`config.mk`:
```
export PLATFORM = sky130hd
export DESIGN_NAME = neighbor_popcount_accumulator
export DESIGN_NICKNAME = d
export VERILOG_FILES = /design/src/rtl/neighbor_popcount_accumulator.sv
export SDC_FILE = /design/constraint.sdc
export NUM_CORES = 1
export LEC_CHECK = 0
export CAP_MARGIN = 15
export CORE_AREA = 2 2 41 43
export DETAILED_ROUTE_END_ITERATION = 6
export DIE_AREA = 0 0 43 45
export PLACE_DENSITY = 0.68
export REMOVE_ABC_BUFFERS = 1
export SLEW_MARGIN = 0
export SYNTH_ARGS = -nofsm -noshare
export SYNTH_HDL_FRONTEND = slang
export SYNTH_SLANG_ARGS = --single-unit
```
`constraint.sdc`:
```
create_clock -name clk -period 1.5 [get_ports clk]
set_input_delay 0.225 -clock clk [delete_from_list [all_inputs] [get_ports clk]]
set_output_delay 0.225 -clock clk [all_outputs]
set_load 0.005 [all_outputs]
```
`src/rtl/neighbor_popcount_accumulator.sv`:
```
// Bit-serial population counter: accepts N_INPUTS single-bit cell states over a
// valid/ready handshake and presents their count with a sticky overflow flag.
module neighbor_popcount_accumulator #(
    parameter int N_INPUTS  = 8,
    parameter int SUM_WIDTH = 4,
    parameter int SATURATE  = 0
) (
    input  logic                 clk,
    input  logic                 rst,
    input  logic                 start,
    input  logic                 in_valid,
    input  logic                 in_bit,
    output logic                 in_ready,
    output logic [SUM_WIDTH-1:0] sum,
    output logic                 sum_valid,
    input  logic                 sum_ready,
    output logic                 overflow
);

    localparam int IDX_W = $clog2(N_INPUTS + 1);

    localparam logic [1:0] S_IDLE  = 2'd0;
    localparam logic [1:0] S_ACCUM = 2'd1;
    localparam logic [1:0] S_HOLD  = 2'd2;

    localparam logic [SUM_WIDTH-1:0] ACC_MAX  = '1;
    localparam logic [IDX_W-1:0]     IDX_LAST = IDX_W'(N_INPUTS - 1);

    logic [1:0]           state;
    logic [SUM_WIDTH-1:0] acc;
    logic [IDX_W-1:0]     idx;
    logic                 ovf;

    // Handshake outputs come from registered state only, so neither ready nor
    // valid loops back combinationally through the neighbouring blocks.
    assign in_ready  = (state == S_ACCUM);
    assign sum_valid = (state == S_HOLD);
    assign sum       = acc;
    assign overflow  = ovf;

    // NOTE: every register here is written with <= so all of them update
    // together from pre-edge values; a blocking = would leak new values forward.
    always_ff @(posedge clk or posedge rst) begin
        if (rst) begin
            state <= S_IDLE;
            acc   <= '0;
            idx   <= '0;
            ovf   <= 1'b0;
        end else begin
            case (state)
                S_IDLE: begin
                    if (start) begin
                        state <= S_ACCUM;
                        acc   <= '0;
                        idx   <= '0;
                        ovf   <= 1'b0;
                    end
                end

                S_ACCUM: begin
                    if (in_valid) begin
                        idx <= idx + IDX_W'(1);
                        if (in_bit) begin
                            if (acc == ACC_MAX) begin
                                ovf <= 1'b1;
                                acc <= (SATURATE != 0) ? ACC_MAX : '0;
                            end else begin
                                acc <= acc + SUM_WIDTH'(1);
                            end
                        end
                        if (idx == IDX_LAST) begin
                            state <= S_HOLD;
                        end
                    end
                end

                S_HOLD: begin
                    // A START alongside the output handshake begins the next
                    // count immediately, overlapping it with the HOLD cycle.
                    if (sum_ready) begin
                        if (start) begin
                            state <= S_ACCUM;
                            acc   <= '0;
                            idx   <= '0;
                            ovf   <= 1'b0;
                        end else begin
                            state <= S_IDLE;
                        end
                    end
                end

                default: state <= S_IDLE;
            endcase
        end
    end

endmodule

```
**Metal layers overlaid**

Drawn at 8 px/µm.
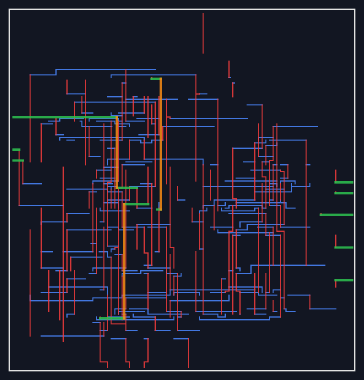
| layer | color | wire length |
|---|---|---|
| met1 | blue | 564 µm |
| met3 | green | 36.8 µm |
| met4 | orange | 39.4 µm |
| met2 | red | 682 µm |
WL/cell: 12.8 µm
total track usage: 16.3%
via count: 565
WL final: 1320 µm

==> qor.yml <==
run_status: "complete, but fails checks"
violations: "negative setup slack"
clock_area_share_pct: 3.04
yosysTopAreaCellShare_pct: 44.6
die-area_um2: 1940
r2r-start: "state[1]"
grt_pass1_vias: 570
clk_path_buf_depth: 2
clkbuf_count: 4
signal_buffers: 24
preCtsSetupSlack_ns: -0.229
combGateArea_um2: 300
use_met1_pct: 17.5
buf_share_pct: 24.9
topCellsByArea: "dfrtp_1 45%, mux2i_1 6.5%, inv_1 4.3%"
p_comb_share_pct: 48.3
hold_class: "in2async"
async_flop_share_pct: 100
hold_ws_ns: 0.248
cp_slowest_cell: "dfrtp_1"
final_area_um2: 865
worstPathRequired_ns: 1.65
antenna_found_initial: 0
cts_htree_levels: 1
hold_buffers: 0
setup_ws_ns: -0.00646
drive_gt1_share_pct: 20.7
power_leader: "combinational logic"
ir_drop_mv: 0.942
drt_pass1_iterations: 2
cp_max_fo: 4
edf_count: 0
place_inst: 96
yosysTopAreaCell: "dfrtp_1"
post-route-min-period_ns: 1.51
wl_met2_um: 682
fin_worst_skew_ns: 0.000600
setup_viol_count_final: 1
drc: 0
seq_cells: 11
max-slew-margin-rel_pct: 71.5
comb.multi_input.count: 41
synth.most_common_cell: "dfrtp_1"
portBuffers: 12
ys_types: 27
post-cts-setup-buffers: 2
synth-seq-cells: 11
synth_warnings: 0
nets: 96
cap_violations: 0
grt_pass1_wl_um: 2330
fmax_mhz: 664
combAreaFraction_pct: 34.7
overflow: 0
finalHoldViolations: 0
p_int_uw: 937
warning_count: 27
ys_chip_area_um2: 617
grt_max_degree: 12
die-height_um: 45
adder_share_pct: 4.06
synth.avg_cell_area_um2: 10.1
rsz0062_at_grt: "yes"
dominant_cells: "logic gates"
layout_top_cells: "10 x dfrtp_1, 10 x clkdlybuf4s50_1, 10 x buf_4"
total_power_mw: 1.45
drt-vias-per-instance: 5.49
numCtsBuffers: 3
rrSetupSlack_ns: -0.006
die_w_um: 43
gp_congestion: 0.778
comb_power_uw: 700
crit_family: "simple AND/OR/NAND/NOR gates"
initial_core_util_pct: 41.9
m1WireLength_um: 563
grt_use_met2_pct: 29.7
p_per_area_nw_per_um2: 1680
met3_usage_pct: 2.80
drt-initial-drc-count: 6
worstMarginPinSlew_ns: 0.428
dpl_cell_area_um2: 810
max_stage_delay_ns: 0.39
wl_met3_um: 36
fillerInstances: 141
critPathCaptureType: "flip-flop"
dp_hpwl_um: 979
top_layer_used: "met4"
p_seq_share_pct: 37.5
fin_crit_sh_pct: 100
synthTopLogicFamily: "simple AND/OR/NAND/NOR gates"
ys_seq_share_pct: 44.6
ant_nets: 0
clock_latency_ns: 0.27
tapcell.inserted: 16
startpoint_type: "flip-flop"
p_clk_share_pct: 14.2
synthAoiAreaFrac_pct: 13.6
path_buffers: 1
ioPinCount: 13
ff_type: "dfrtp_1"
arrival_ns: 1.66
switching_share_pct: 35.4
area.growth.synth_to_final_pct: 40.2
final_cells: 103
yosys.area_share.xor_xnor_pct: 0
r2r.worst_path.cells: 4
coreArea_um2: 1470
setup_tns_ns: -0.00646
rr_endpoint: "sum[2]"
pwr.group.clock_uw: 206
crit_chain: "buf_6 -> or3b_4 -> and3_4 -> a221o_1"
row_count: 14
p_sw_uw: 513
simple_gate_share_pct: 24.5
top_usage_layer: "met2"
inverters: 7
cts_resized: 3
clk_pin_slew_ns: 0.07
p_leak_nw: 0.426
cts-root-buf: "clkbuf_4"
netlist_area_um2: 617
common_cells: "11 x dfrtp_1, 7 x inv_1, 4 x mux2i_1, 4 x nand2_1, 4 x nand4_1"
slew_violations: 0
**Sequential cells grouped by signal name**

Drawn at 6 px/µm. Other sequential cells in the stronger gray, the rest of the logic in the fainter gray.
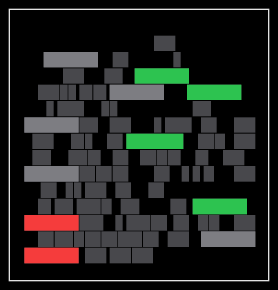
| name in the netlist | color | sequential cells |
|---|---|---|
| sum | green | 4 |
| state | red | 2 |
flop share of the area: 32.0%
Seq. pwr: 544 µW
final core occ: 58.8%
Register Area: 277 µm²

registers in the layout (all words and copies together), names as in the netlist:
| register | flops |
|---|---|
| idx | 4 |
| overflow | 1 |
| sum | 4 |
| state | 2 |
worst max path at each step:
stage | from | end | slack (ns) | depth (start not counted)
after floorplan | state[0] | sum[2] | 0.05 | 3
after global placement | start | sum[2] | -0.21 | 4
after detailed placement | start | sum[2] | -0.23 | 4
after CTS | state[1] | sum[2] | -0.03 | 4
after global routing | state[0] | sum[2] | -0.05 | 4
final | state[1] | sum[2] | -0.006 | 4
kinds of logic (layout without fill, tap and decap cells):
family	Yosys count	in the layout
AOI/OAI and AO/OA	12	12
adders and majority gates	2	2
buffers and inverters	9	35
DFF	11	11
muxes	4	4
and+or+nand+nor	23	23
No activity file was given, so power comes from the tool's default toggle rates.
